$ cat src/rtl/mem_port_arbiter.sv
// Single-port memory arbiter: data > fetch (> debug), one outstanding transaction, bounded timeout.
// Optional debug reader port enabled by defining MEM_ARB_DEBUG_PORT_EN.
module mem_port_arbiter #(
    parameter int unsigned TIMEOUT  = 16,
    parameter logic [15:0] ERR_DATA = 16'hFFFF
) (
    input  logic        clk,
    input  logic        reset,
    input  logic        d_req,
    input  logic        d_we,
    input  logic [23:0] d_addr,
    input  logic [15:0] d_wdata,
    output logic        d_done,
    input  logic        f_req,
    input  logic [23:0] f_addr,
    output logic        f_done,
`ifdef MEM_ARB_DEBUG_PORT_EN
    input  logic        g_req,
    input  logic [23:0] g_addr,
    output logic        g_done,
`endif
    output logic [15:0] rdata,
    output logic        err,
    output logic        mem_req,
    output logic        mem_we,
    output logic [23:0] mem_addr,
    output logic [15:0] mem_wdata,
    input  logic        mem_ack,
    input  logic [15:0] mem_rdata
);

`ifdef MEM_ARB_DEBUG_PORT_EN
    localparam int OW = 2;
`else
    localparam int OW = 1;
`endif
    localparam logic [OW-1:0] OWN_D = '0;
    localparam logic [OW-1:0] OWN_F = OW'(1);
`ifdef MEM_ARB_DEBUG_PORT_EN
    localparam logic [OW-1:0] OWN_G = OW'(2);
`endif

    // Counter only has to reach TIMEOUT-1.
    localparam int CW = (TIMEOUT > 2) ? $clog2(TIMEOUT) : 1;
    localparam logic [CW-1:0] CNT_MAX = CW'((TIMEOUT == 0) ? 0 : TIMEOUT - 1);

    typedef enum logic [1:0] {IDLE, ISSUE, DONE} state_t;

    state_t        state_q, state_d;
    logic [OW-1:0] owner_q, owner_d;
    logic          we_q, we_d;
    logic [23:0]   addr_q, addr_d;
    logic [15:0]   wdata_q, wdata_d;
    logic [CW-1:0] cnt_q, cnt_d;
    logic [15:0]   rdata_q, rdata_d;
    logic          err_q, err_d;

    always_comb begin
        state_d = state_q;
        owner_d = owner_q;
        we_d    = we_q;
        addr_d  = addr_q;
        wdata_d = wdata_q;
        cnt_d   = cnt_q;
        rdata_d = rdata_q;
        err_d   = err_q;
        case (state_q)
            IDLE: begin
                if (d_req) begin
                    owner_d = OWN_D;
                    we_d    = d_we;
                    addr_d  = d_addr;
                    wdata_d = d_wdata;
                    cnt_d   = '0;
                    state_d = ISSUE;
                end else if (f_req) begin
                    owner_d = OWN_F;
                    we_d    = 1'b0;
                    addr_d  = f_addr;
                    wdata_d = '0;
                    cnt_d   = '0;
                    state_d = ISSUE;
                end
`ifdef MEM_ARB_DEBUG_PORT_EN
                else if (g_req) begin
                    owner_d = OWN_G;
                    we_d    = 1'b0;
                    addr_d  = g_addr;
                    wdata_d = '0;
                    cnt_d   = '0;
                    state_d = ISSUE;
                end
`endif
            end
            ISSUE: begin
                // An ack in the final timeout cycle still completes normally.
                if (mem_ack) begin
                    if (!we_q) rdata_d = mem_rdata;
                    err_d   = 1'b0;
                    state_d = DONE;
                end else if ((TIMEOUT != 0) && (cnt_q == CNT_MAX)) begin
                    rdata_d = ERR_DATA;
                    err_d   = 1'b1;
                    state_d = DONE;
                end else begin
                    cnt_d = cnt_q + CW'(1);
                end
            end
            DONE:    state_d = IDLE;
            default: state_d = IDLE;
        endcase
    end

    always_ff @(posedge clk or negedge reset) begin
        if (!reset) begin
            state_q <= IDLE;
            owner_q <= '0;
            we_q    <= 1'b0;
            addr_q  <= '0;
            wdata_q <= '0;
            cnt_q   <= '0;
            rdata_q <= '0;
            err_q   <= 1'b0;
        end else begin
            state_q <= state_d;
            owner_q <= owner_d;
            we_q    <= we_d;
            addr_q  <= addr_d;
            wdata_q <= wdata_d;
            cnt_q   <= cnt_d;
            rdata_q <= rdata_d;
            err_q   <= err_d;
        end
    end

    assign mem_req   = (state_q == ISSUE);
    assign mem_we    = we_q;
    assign mem_addr  = addr_q;
    assign mem_wdata = wdata_q;
    assign rdata     = rdata_q;
    assign err       = err_q;
    assign d_done    = (state_q == DONE) && (owner_q == OWN_D);
    assign f_done    = (state_q == DONE) && (owner_q == OWN_F);
`ifdef MEM_ARB_DEBUG_PORT_EN
    assign g_done    = (state_q == DONE) && (owner_q == OWN_G);
`endif

endmodule

$ cat config.mk
export PLATFORM = sky130hd
export DESIGN_NAME = mem_port_arbiter
export DESIGN_NICKNAME = d
export VERILOG_FILES = /design/src/rtl/mem_port_arbiter.sv
export SDC_FILE = /design/constraint.sdc
export NUM_CORES = 1
export LEC_CHECK = 0
export CORE_MARGIN = 5
export CORE_UTILIZATION = 25
export CTS_BUF_LIST = sky130_fd_sc_hd__clkbuf_4 sky130_fd_sc_hd__clkbuf_8
export DETAILED_ROUTE_END_ITERATION = 12
export PLACE_DENSITY = 0.65
export SETUP_SLACK_MARGIN = 0.3
export SLEW_MARGIN = 40
export SYNTH_ARGS = -nofsm -noshare
export SYNTH_HDL_FRONTEND = slang
export SYNTH_SLANG_ARGS = --single-unit
$ cat constraint.sdc
create_clock -name clk -period 1.3 [get_ports clk]
set_input_delay 0.26 -clock clk [delete_from_list [all_inputs] [get_ports clk]]
set_output_delay 0.26 -clock clk [all_outputs]
set_load 0.05 [all_outputs]
### Local utilization, run 1

12 x 12 tiles, from white (low) to dark blue (high), 0 to 100% covered.
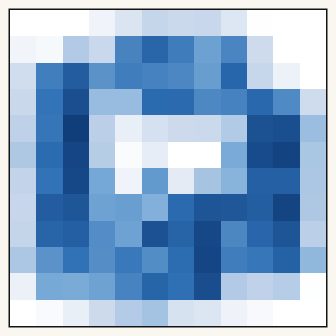
- mean over tiles: 46%
- tiles over 75% full: 25%
- nearly empty tiles: 10%
- fullest tile: 94%

### Ports around the boundary, run 1

Pins as bars across the die edge, other pins in grey.
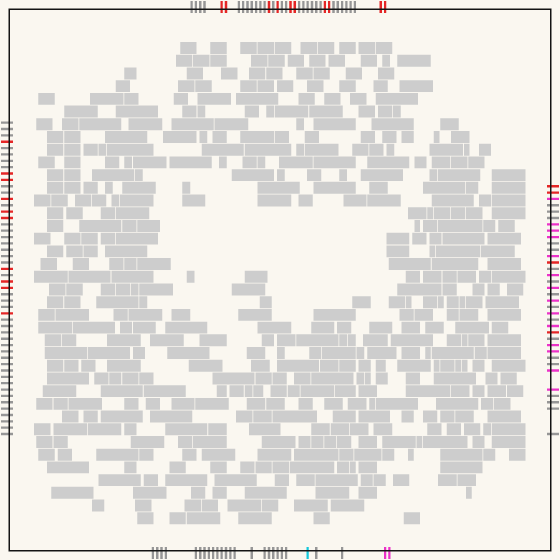
- cyan: mem_ack (pins 1; direction input; edge south)
- magenta: mem_rdata (pins 16; direction input; edge 14 east, 2 south)
- red: mem_addr (pins 24; direction output; edge 10 north, 10 west, 4 east)

==> CHANGELOG.md, run 1 <==
### Implementation results

* Synth area leader: dfrtp_1
* P_seq at 3.98 mW
* Final Cell Area at 6310 sq um
* Slew Limit Fails at 0
* CTS tree: yes
* Tot Pwr at 17.4 mW
* Area-dominant class: non-clock buffers
* Top_reg_cell synth: dfrtp_1
* Outcome: complete, but fails checks
* Nets at 553
* # DRC at 0
* Port buffer count at 146
* Flip-flops at 65
* Routed WL at 10,300 um
* Die width at 116 um
* Relative slew slack at 75.5%
* Root buf cell: clkbuf_8
* Post-Layout Cell Count at 608
* WS Path Type: register to output port
* TritonRoute pass-1 iters at 4
* Internal cell power at 10.0 mW
* Non-clk bufs at 216
* Clock network area share at 2.50%
* Clock group total power at 1.44 mW
* RSZ-0062 raised after global routing: true
* Vias/cell at 4.65
* P per Cell Area at 2760 nW/um^2
* Late-Pin Clk Latency at 0.33 ns
* Seq share, synth at 58.4%
* Chip Area at 13,400 sq um
* Clock transition at path regs at 0.06 ns
* Combinational Gates at 173
* Seq area share at 25.9%
* First-pass GRT wire length at 15,600 um
* CP endpoint kind: output port
* Fin crit share at 119%
* Initial antenna violation count at 0
* Synth flops at 65
* Worst hold slack at 0.394 ns
* Final core occ at 58.0%
* Max Root-Sink Buffers at 2
* FP Core Util at 25.6%
* Setup TNS at -8.60 ns
* P&R area growth vs syn at 126%
* Commonest cells in the netlist: dfrtp_1, o21ai_0, nor2_1
* Tally of yosys warning messages at 0
* Die y size at 116 um
* Failing checks: setup timing
* Setup violators final at 66
* Post-CTS Resized at 73
* Hpwl dp at 6980 um
* Number of global-route vias before repair at 3,161
* Post-Place Worst Slack at -0.380 ns
* Number of H-tree levels at 3
* CP Launch Type: register
* Ports at 147
* Final RePlAce weighted congestion at 0.735
* Post-synth EDFFs at 0
* Tally of OpenROAD warnings at 29
* Required @ worst endpoint at 1.04 ns
* Yosys stat area at 2790 sq um
* Peak supply drop at 0.00157 V
* Num CTS Buffers at 9
* P_comb at 12.0 mW
* Smallest setup slack after layout at -0.247 ns
* GRT Total Usage at 15.1%
* Critical Path AT at 1.29 ns
* Post-DP Area at 5270 sq um
* Combinational share of cell area at 23.5%
* Total gr overflow at 0
* Top pwr grp: combinational cells
* Max Clock Freq at 0.646 GHz
* Sw Share at 42.6%
### Cell placement, run 1

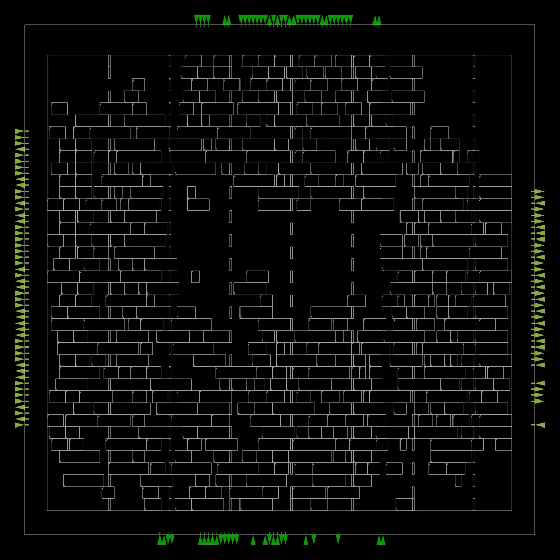
tap cell count: 140
fillers: 890

### Metal 3, run 1

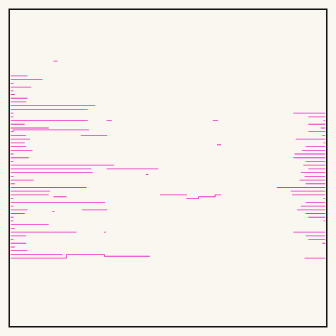
- longest straight run: 37.5 um
- main direction: horizontal
- share of all routed wire: 8.4%

[run 1: layout by cell type (no fill, tap or decap), drive strengths merged, types with 2 or more instances in the layout]
| master | n |
|---|---|
| a21oi | 20 |
| a22o | 17 |
| and2 | 3 |
| and3 | 2 |
| buf | 130 |
| clkbuf | 14 |
| clkdlybuf4s50 | 83 |
| dfrtp | 65 |
| mux2i | 25 |
| nand2 | 2 |
| nand3 | 3 |
| nor2 | 36 |
| nor3b | 2 |
| o21ai | 49 |
[run 1: final timing paths]
check                             from     endpoint  slack (ns)  cells after the start
max                         state_q[1]       f_done       -0.25                      3
min                              reset     rdata[1]        0.39                      2
max reg2reg                 state_q[1]    rdata[10]       -0.22                      6
min reg2reg                mem_addr[3]  mem_addr[3]        0.55                      2
max in group asynchronous        reset    rdata[11]        0.43                      3
min in group clk                 d_req      owner_q        0.40                      3
[run 1: critical path, stage by stage (launching register included)]
cell and delay, ns:
dfrtp_2 0.45, buf_6 0.14, and3b_2 0.22, buf_12 0.15
[run 1: sequential cells by signal, summed over array words and instances, names as in the netlist]
signal and flops:
mem_addr 24, mem_wdata 16, rdata 16, cnt_q 4, state_q 2, err 1
mem_we 1, owner_q 1
[run 1: cells by family (layout without fill, tap and decap cells)]
kind of cell             count (synthesis)  after routing  synth area share [%]
AND-OR/OR-AND                           90             90                  19.0
flip-flops                              65             65                  58.4
AND/OR/NAND/NOR                         55             57                  9.70
multiplexers                            25             25                  8.98
buffers and inverters                   20            230                  3.50
adder cells (fa/ha/maj)                  1              1                 0.449
[run 1: routing by layer]
metal  vias up  global-route usage, %  part of all wire, %
met5         -                      0                    0
met4         0                   4.23                  1.3
met3        12                   6.37                  8.3
met2        99                   27.0                   53
met1      1381                   16.2                   38
li1       1336                      -                    -
## Run 2: what changed since run 1
- CORE_UTILIZATION: 25 -> 45
- DONT_BUFFER_PORTS: default -> 1
- PLACE_DENSITY: 0.65 -> 0.7
### Cell placement, run 2

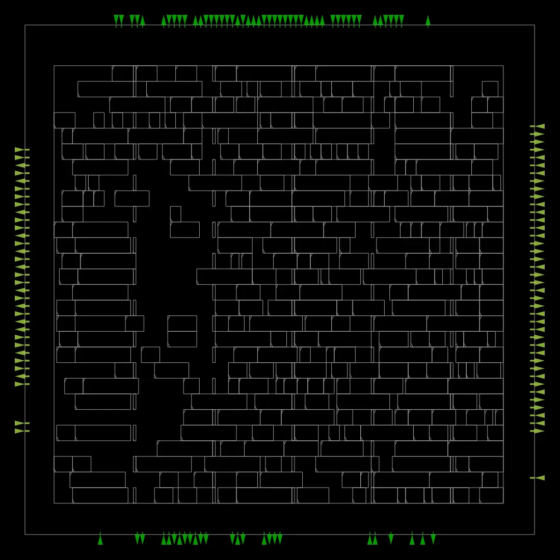
flip-flops: 65
Cell Rows: 28
Std-Cell Core Area: 5960 sq um
Seq area share: 39.5%

==> run 2 against run 1 <==
Compared with the run above:
- the flow finishes with violations (hold timing, setup timing)
- synthesized cell count unchanged
- cell count decreased by 35%
- register-to-register slack improved by 0.09 ns
- sequential share of layout area increased by 14 points
- critical endpoint unchanged
- highest routed layer unchanged
==> CHANGELOG.md, run 2 <==
### Implementation results

* Die width at 88.7 um (-23%)
* Yosys stat area at 2790 sq um (unchanged)
* Smallest setup slack after layout at -0.225 ns (+0.0224 ns)
* Post-DP Area at 3210 sq um (-39%)
* Synth flops at 65 (unchanged)
* WS Path Type: register to output port
* Met3 Use GR at 5.31% (-1.1 points)
* Final Hold Vio Count at 65
* Worst hold slack at -0.379 ns (-0.773 ns)
* Slew Limit Fails at 0 (unchanged)
* Synth area leader: dfrtp_1
* Reg2reg path depth at 4 (-2)
* Final Cell Area at 4250 sq um (-33%)
* CP Launch Type: register
* Top Layout Cells: dfrtp_2, o21ai_1, buf_6
* GRT Total Usage at 21.1% (+6.1 points)
* Tally of OpenROAD warnings at 31 (+6.9%)
* Met2 wire len at 4350 um (-20%)
* Relative slew slack at 75.3% (-0.25 points)
* Met1 GRT Util at 25.7% (+9.5 points)
* Setup violators final at 59 (-11%)
* Num CTS Buffers at 9 (unchanged)
* Final core occ at 71.4% (+13 points)
* Failing checks: hold timing, setup timing
* Crit path from: state_q[0]
* Post-Layout Cell Count at 397 (-35%)
* Max FFs per register at 24 (unchanged)
* Crit path largest cell delay at 0.41 ns (-0.04 ns)
* Fin crit share at 117% (-1.7 points)
* Critical Path AT at 1.26 ns (-0.03 ns)
* # DRC at 0 (unchanged)
* Tally of yosys warning messages at 0 (unchanged)
* Total gr overflow at 0 (unchanged)
* Post-Place Worst Slack at -0.0822 ns (+0.298 ns)
* Initial antenna violation count at 0 (unchanged)
* Max Clock Freq at 0.656 GHz (+1.5%)
* Setup TNS at -3.07 ns (+5.53 ns)
* Outcome: complete, but fails checks
* RSZ-0062 raised after global routing: true
* CP Cell Sequence: buf_6 -> and3b_2
* Die y size at 88.7 um (-23%)
* P per Cell Area at 3210 nW/um^2 (+16%)
### Local utilization, run 2

9 x 9 tiles, from white (low) to dark blue (high), 0 to 100% covered.
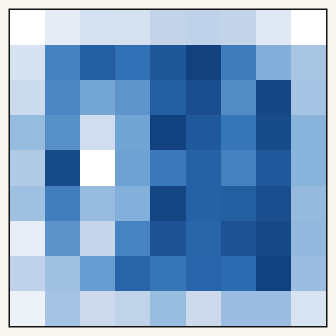
- emptiest ninth of the die: south-west
- fullest tile: 93%
- tiles over 75% full: 30%
- nearly empty tiles: 3.7%
- mean over tiles: 53%

run 2: cell count changes in the layout (fill, tap and decap cells not counted), sizes merged:
cell / before / now
o21ai: 49 / 51
and2: 3 / 4
clkbuf: 14 / 15
buf: 130 / 62
clkdlybuf4s50: 83 / 0
clkinv: 1 / 2
run 2: path summary, 6_finish.rpt:
path	slack, ns	endpoint
worst max-delay path	-0.22	f_done
worst min-delay path	-0.38	mem_addr[12]
worst max register to register	-0.13	cnt_q[3]
worst min register to register	0.52	mem_addr[19]
max in group asynchronous	1.57	state_q[1]
min in group clk	0.07	mem_wdata[11]
run 2: cell type report:
type,instances,area (sq um)
fill,400,1700
sequential,65,1680
multi-input combinational,176,1490
timing repair buffer,64,785
clock buffer,14,186
tap,75,93.8
clock inverter,2,10.0
inverter,1,3.75
run 2: worst max-delay path, delay by kind of cell, from the launching register on:
family                 cells  cell delay, ns
buffers and inverters      1            0.13
flip-flops                 1            0.41
AND/OR/NAND/NOR            1            0.40
run 2: cells by family (layout without fill, tap and decap cells):
group                    Yosys count  after routing  share of synthesized area, %
multiplexers                      25             25                          8.98
AND/OR/NAND/NOR                   55             58                          9.70
buffers and inverters             20             81                          3.50
adder cells (fa/ha/maj)            1              1                         0.449
flip-flops                        65             65                          58.4
AND-OR/OR-AND                     90             92                          19.0
run 2: power groups by stage:
stage          Sequential [mW]  Clock (mW)  Combinational, mW
6_report                  5.87        1.64               6.16
5_1_grt                   5.97        1.78               6.54
4_1_cts                   5.81        1.67               5.61
3_5_place_dp              5.61           0               3.99
2_1_floorplan             6.39           0               1.99
3_3_place_gp              5.60           0               3.88
run 2: timing repair:
action / in CTS / in global routing
pin swaps: 33 / 16
resized: 135 / 33
setup buffers: 16 / 8
hold endpoints to repair: 65 / 66
endpoints found under the setup margin: 126 / 126
gates cloned: 9 / 0
Power is estimated from default activity; no workload was simulated.
